--- config.mk ---
export PLATFORM = sky130hd
export DESIGN_NAME = mem_port_arbiter
export DESIGN_NICKNAME = d
export VERILOG_FILES = /design/src/rtl/nn_mem_pkg.sv /design/src/rtl/rr_arbiter.sv /design/src/rtl/mem_port_arbiter.sv
export SDC_FILE = /design/constraint.sdc
export NUM_CORES = 1
export LEC_CHECK = 0
export CAP_MARGIN = 10
export CORE_ASPECT_RATIO = 0.5
export CORE_UTILIZATION = 25
export CTS_CLUSTER_SIZE = 25
export DETAILED_ROUTE_END_ITERATION = 10
export GPL_TIMING_DRIVEN = 0
export HOLD_SLACK_MARGIN = 0.08
export PLACE_DENSITY = 0.88
export SYNTH_ARGS = -nofsm -noshare
export SYNTH_HDL_FRONTEND = slang
export SYNTH_SLANG_ARGS = --single-unit
--- constraint.sdc ---
create_clock -name clk -period 2.5 [get_ports clk]
set_clock_uncertainty 0.2 [all_clocks]
set_input_delay 0.625 -clock clk [delete_from_list [all_inputs] [get_ports clk]]
set_output_delay 0.625 -clock clk [all_outputs]
set_load 0.02 [all_outputs]
--- src/rtl/nn_mem_pkg.sv ---
// Shared types and helpers for the NN memory-port arbitration slice.
package nn_mem_pkg;

  localparam int unsigned MAX_REQ = 8;

  typedef logic [$clog2(MAX_REQ)-1:0] req_idx_t;

  // Index of the set bit of a one-hot vector (0 when the vector is empty).
  function automatic req_idx_t onehot_to_idx(input logic [MAX_REQ-1:0] oh);
    req_idx_t idx;
    idx = '0;
    for (int unsigned i = 0; i < MAX_REQ; i++) begin
      if (oh[i]) idx = idx | req_idx_t'(i);
    end
    return idx;
  endfunction

endpackage

--- src/rtl/rr_arbiter.sv ---
// Round-robin arbiter: combinational one-hot grant, pointer advances past the winner.
module rr_arbiter
  import nn_mem_pkg::*;
#(
  parameter int unsigned N = 4
) (
  input  logic         clk,
  input  logic         rst_n,
  input  logic [N-1:0] req,
  output logic [N-1:0] gnt
);

  req_idx_t rr_ptr;
  req_idx_t gnt_idx;
  logic     found;

  // First requester at or above rr_ptr, wrapping; nothing granted while in reset.
  always_comb begin
    gnt   = '0;
    found = 1'b0;
    for (int unsigned k = 0; k < N; k++) begin
      for (int unsigned i = 0; i < N; i++) begin
        if (rst_n && !found && req[i] && (((32'(rr_ptr) + k) % N) == i)) begin
          gnt[i] = 1'b1;
          found  = 1'b1;
        end
      end
    end
  end

  assign gnt_idx = onehot_to_idx(MAX_REQ'(gnt));

  always_ff @(posedge clk or negedge rst_n) begin
    if (!rst_n) begin
      rr_ptr <= '0;
    end else if (|gnt) begin
      rr_ptr <= (gnt_idx == req_idx_t'(N - 1)) ? '0 : req_idx_t'(gnt_idx + req_idx_t'(1));
    end
  end

endmodule

--- src/rtl/mem_port_arbiter.sv ---
// Shares one 1R1W memory between NUM_REQ requesters with independent
// round-robin arbitration on the read and write ports.
module mem_port_arbiter
  import nn_mem_pkg::*;
#(
  parameter int unsigned NUM_REQ  = 4,
  parameter int unsigned DEPTH    = 8,
  parameter int unsigned BIT_SIZE = 16
) (
  input  logic                         clk,
  input  logic                         rst_n,
  input  logic [NUM_REQ-1:0]           rd_valid,
  input  logic [NUM_REQ*DEPTH-1:0]     rd_addr,
  output logic [NUM_REQ-1:0]           rd_ready,
  output logic [NUM_REQ-1:0]           rd_rsp_valid,
  output logic [BIT_SIZE-1:0]          rd_rsp_data,
  input  logic [NUM_REQ-1:0]           wr_valid,
  input  logic [NUM_REQ*DEPTH-1:0]     wr_addr,
  input  logic [NUM_REQ*BIT_SIZE-1:0]  wr_data,
  output logic [NUM_REQ-1:0]           wr_ready,
  output logic [DEPTH-1:0]             mem_read_addr,
  output logic                         mem_write_en,
  output logic [DEPTH-1:0]             mem_write_addr,
  output logic [BIT_SIZE-1:0]          mem_data_in,
  input  logic [BIT_SIZE-1:0]          mem_data_out
);

  logic [NUM_REQ-1:0] rd_gnt;
  logic [NUM_REQ-1:0] wr_gnt;
  logic [NUM_REQ-1:0] rsp_sel;

  rr_arbiter #(.N(NUM_REQ)) u_rd_arb (
    .clk   (clk),
    .rst_n (rst_n),
    .req   (rd_valid),
    .gnt   (rd_gnt)
  );

  rr_arbiter #(.N(NUM_REQ)) u_wr_arb (
    .clk   (clk),
    .rst_n (rst_n),
    .req   (wr_valid),
    .gnt   (wr_gnt)
  );

  assign rd_ready = rd_gnt;
  assign wr_ready = wr_gnt;

  // Read address mux: granted slice, zero when idle.
  always_comb begin
    mem_read_addr = '0;
    for (int unsigned i = 0; i < NUM_REQ; i++) begin
      if (rd_gnt[i]) mem_read_addr = rd_addr[i*DEPTH +: DEPTH];
    end
  end

  // Write mux: granted slice, zero when idle.
  always_comb begin
    mem_write_addr = '0;
    mem_data_in    = '0;
    for (int unsigned i = 0; i < NUM_REQ; i++) begin
      if (wr_gnt[i]) begin
        mem_write_addr = wr_addr[i*DEPTH +: DEPTH];
        mem_data_in    = wr_data[i*BIT_SIZE +: BIT_SIZE];
      end
    end
  end

  assign mem_write_en = |(wr_valid & wr_gnt);

  // Remembers who owns the data the memory presents next cycle.
  always_ff @(posedge clk or negedge rst_n) begin
    if (!rst_n) begin
      rsp_sel <= '0;
    end else begin
      rsp_sel <= rd_valid & rd_gnt;
    end
  end

  assign rd_rsp_valid = rsp_sel;
  assign rd_rsp_data  = (|rsp_sel) ? mem_data_out : '0;

endmodule

==> GITHUB_STEP_SUMMARY <==
## Implementation flow summary

| Metric | Value |
|---|---|
| H-tree levels | 1 |
| Crit-path cells | buf_6 > nand2b_4 > a21oi_2 > a311oi_2 > buf_4 > nor2_4 > bufbuf_16 > a221oi_4 > nor2_2 > buf_2 |
| Synthesized flop and latch total | 8 |
| Synthesized cell area | 1880 um^2 |
| Cell variety after synth | 43 |
| Post-synth top area cell | a221oi_2 |
| Slowest cell on crit path | dfrtp_2 |
| Hold Vio Cnt, Final | 0 |
| First-pass GRT wire length | 18.9 mm |
| Nets@finish | 683 |
| Area growth from synthesis to layout | 207% |
| RSZ-0062 raised after global routing | yes |
| Syn_nets | around 410 |
| Final setup viols | 39 |
| Most common cell after layout, fill and taps aside | clkdlybuf4s50_1 |
| Sw Ratio | 47.0% |
| Post-DP Area | 4420 um^2 |
| Yosys cell count | roughly 260 |
| TritonCTS clock tree | done |
| Internal Power | 2.50 mW |
| P_sw | 2.22 mW |
| Post-synth top flop | dfrtp_1 |
| Setup crit end kind | output pin |
| Final instance area | 5790 um^2 |
| Gr ovfl total | 0 |
| Vias in the first global route | between 3000 and 4000 |
| Max-slew violations | 0 |
| Path depth of the worst reg2reg path | 9 |
| Final WS setup | -0.428 ns |
| Ranking of synthesized cells by area | a221oi_2 (16%), o22ai_1 (11%), dfrtp_1 (11%), nor2b_1 (9.3%), nor2_1 (6.0%) |
| Synthesized area per cell | 7.24 um^2 |
| Worst stage delay on the critical path | roughly 0.45 ns |
| Die width | about 120 um |
| Status | complete, but fails checks |
| First-pass DRT Iterations | 4 |
| Initial antenna violation count | 0 |
| Dominant cell area share | 15.9% |
| Post-CTS Hold Fix Bufs | 1 |
| Leading power group | combinational logic |
| Pre-Place Util | 27.0% |
| CP top delay family | buffers and inverters |
| Post-CTS repair timing setup buffer count | 37 |
| Worst EP arrival | between 2 and 2.5 ns |
| Failing checks | setup timing |
## per-layer routing
metal / track usage, % / up-vias / wire length [um]
met2: 57.9 / 163 / 7040
met3: 4.84 / 36 / 762
met1: 33.6 / 1649 / 5040
met5: 0 / - / 0
li1: - / 1543 / -
met4: 12.7 / 0 / 491
## logic make-up after synthesis
family                 after synthesis  synth area share, %
AND-OR/OR-AND                      113                 51.2
buffers and inverters               33                 10.4
flip-flops                           8                 10.6
multiplexers                         2                 1.06
AND/OR/NAND/NOR                    104                 26.8
## metrics by stage
step | cells | hold WS [ns] | utilization [%] | setup TNS (ns)
5_1_grt | 619 | 0.570 | 83.1 | -15.24
6_report | 619 | 0.562 | 83.1 | -12.85
3_5_place_dp | 565 | 0.555 | 63.5 | -70.49
3_3_place_gp | 565 | 0.547 | 63.5 | -68.33
4_1_cts | 612 | 0.501 | 79.0 | -10.58
2_1_floorplan | 260 | 0.129 | - | -2.38
## cell type report
cell class / count / area share, %
plain buffers: 20 / 4.71
clock buffers: 3 / 1.30
inverters: 10 / 0.778
multi-input cells: 220 / 40.6
flip-flops and latches: 8 / 3.50
well taps: 92 / 1.99
repair buffers: 266 / 47.1
## flip-flops by register name, summed over array words and instances (netlist names)
signal           cells
u_rd_arb.rr_ptr      2
rd_rsp_valid         4
u_wr_arb.rr_ptr      2
## final timing paths
check	from	end	slack, ns
min in group asynchronous	rst_n	u_rd_arb.rr_ptr[0]	0.70
worst max register to register	u_wr_arb.rr_ptr[0]	u_wr_arb.rr_ptr[0]	0.36
worst max-delay path	u_wr_arb.rr_ptr[0]	mem_data_in[5]	-0.43
worst min register to register	u_wr_arb.rr_ptr[0]	u_wr_arb.rr_ptr[0]	0.59
worst min-delay path	rst_n	rd_rsp_valid[0]	0.56
max in group asynchronous	rst_n	u_wr_arb.rr_ptr[0]	1.11
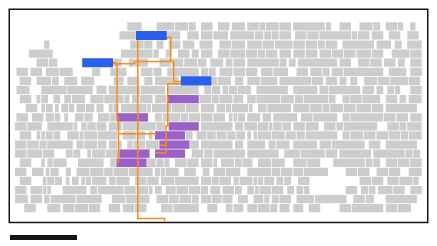
**Above:** clock wires, drivers and flops.
Scale bar: 20 um.
cells driving clock nets: drawn in blue, count 3. clock wires: drawn in orange, length 192 um. flip-flops: drawn in purple, count 8.
There are 4 routed clock nets.
P_clk: 0.273 mW
Clock power frac: 5.8%

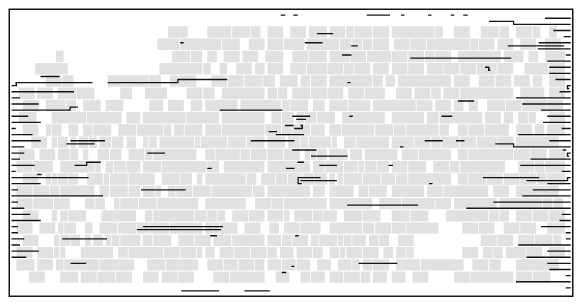
**Above:** signal wires on met3.
Cells faint in the background.
The longest straight run is 22.9 um. 118 nets have wire on it. The wires run mostly horizontal. The layer holds 5.7% of the routed length. The layer carries 762 um of wire.
GR Util met3: 4.84%
WL final: 13.3 mm
DR vias: 3391

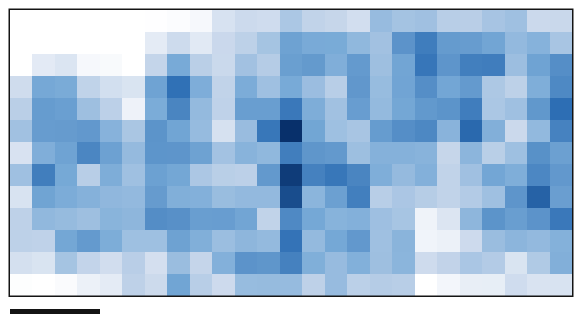
**Above:** signal metal coverage by tile.
Scale bar: 20 um. 25 x 13 tiles, from white (low) to dark blue (high), scaled to the fullest tile. Values are wire area over tile area, all layers added.
The fullest tile reaches 0.68. The mean over all tiles is 0.27. 5.8% of the tiles are nearly empty. 32% of the tiles are over half the peak. The emptiest ninth of the die: upper left.
GRT Total Usage: 30.3%
WL per Instance: 21.5 um

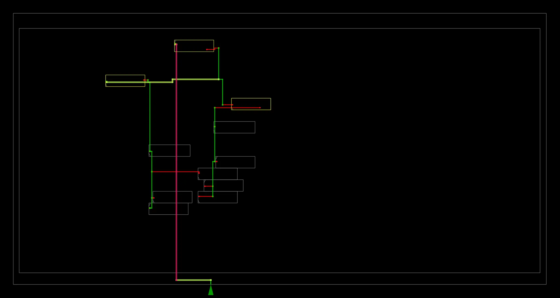
**Above:** the clock network.
clock latency at the later pin of the worst-skew pair: 0.23 ns
Inserted Clock Buffers: 3
count of clock tree sinks: 8
Flops: 8
Clock buffer cells: 3

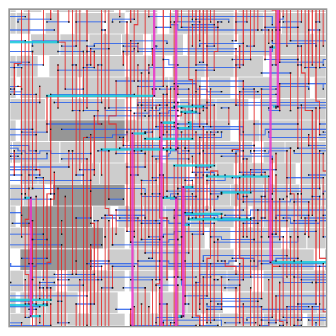
**Above:** close-up of the layout.
Region (42, 12) to (82, 52) um. Cells in grey, sequential cells in the stronger grey; small squares are vias.
met3: drawn in cyan. met1: drawn in blue. met2: drawn in red. met4: drawn in magenta.
138 logic cells have their middle in the window. Netlist names of flops here include rd_rsp_valid (3), u_wr_arb.rr_ptr (2). Sequential cells in the window: 5. Most frequent: clkdlybuf4s50_1 (23), buf_4 (19), buf_6 (18).

Power figures rest on the tool's default switching activity, not on a simulated workload.
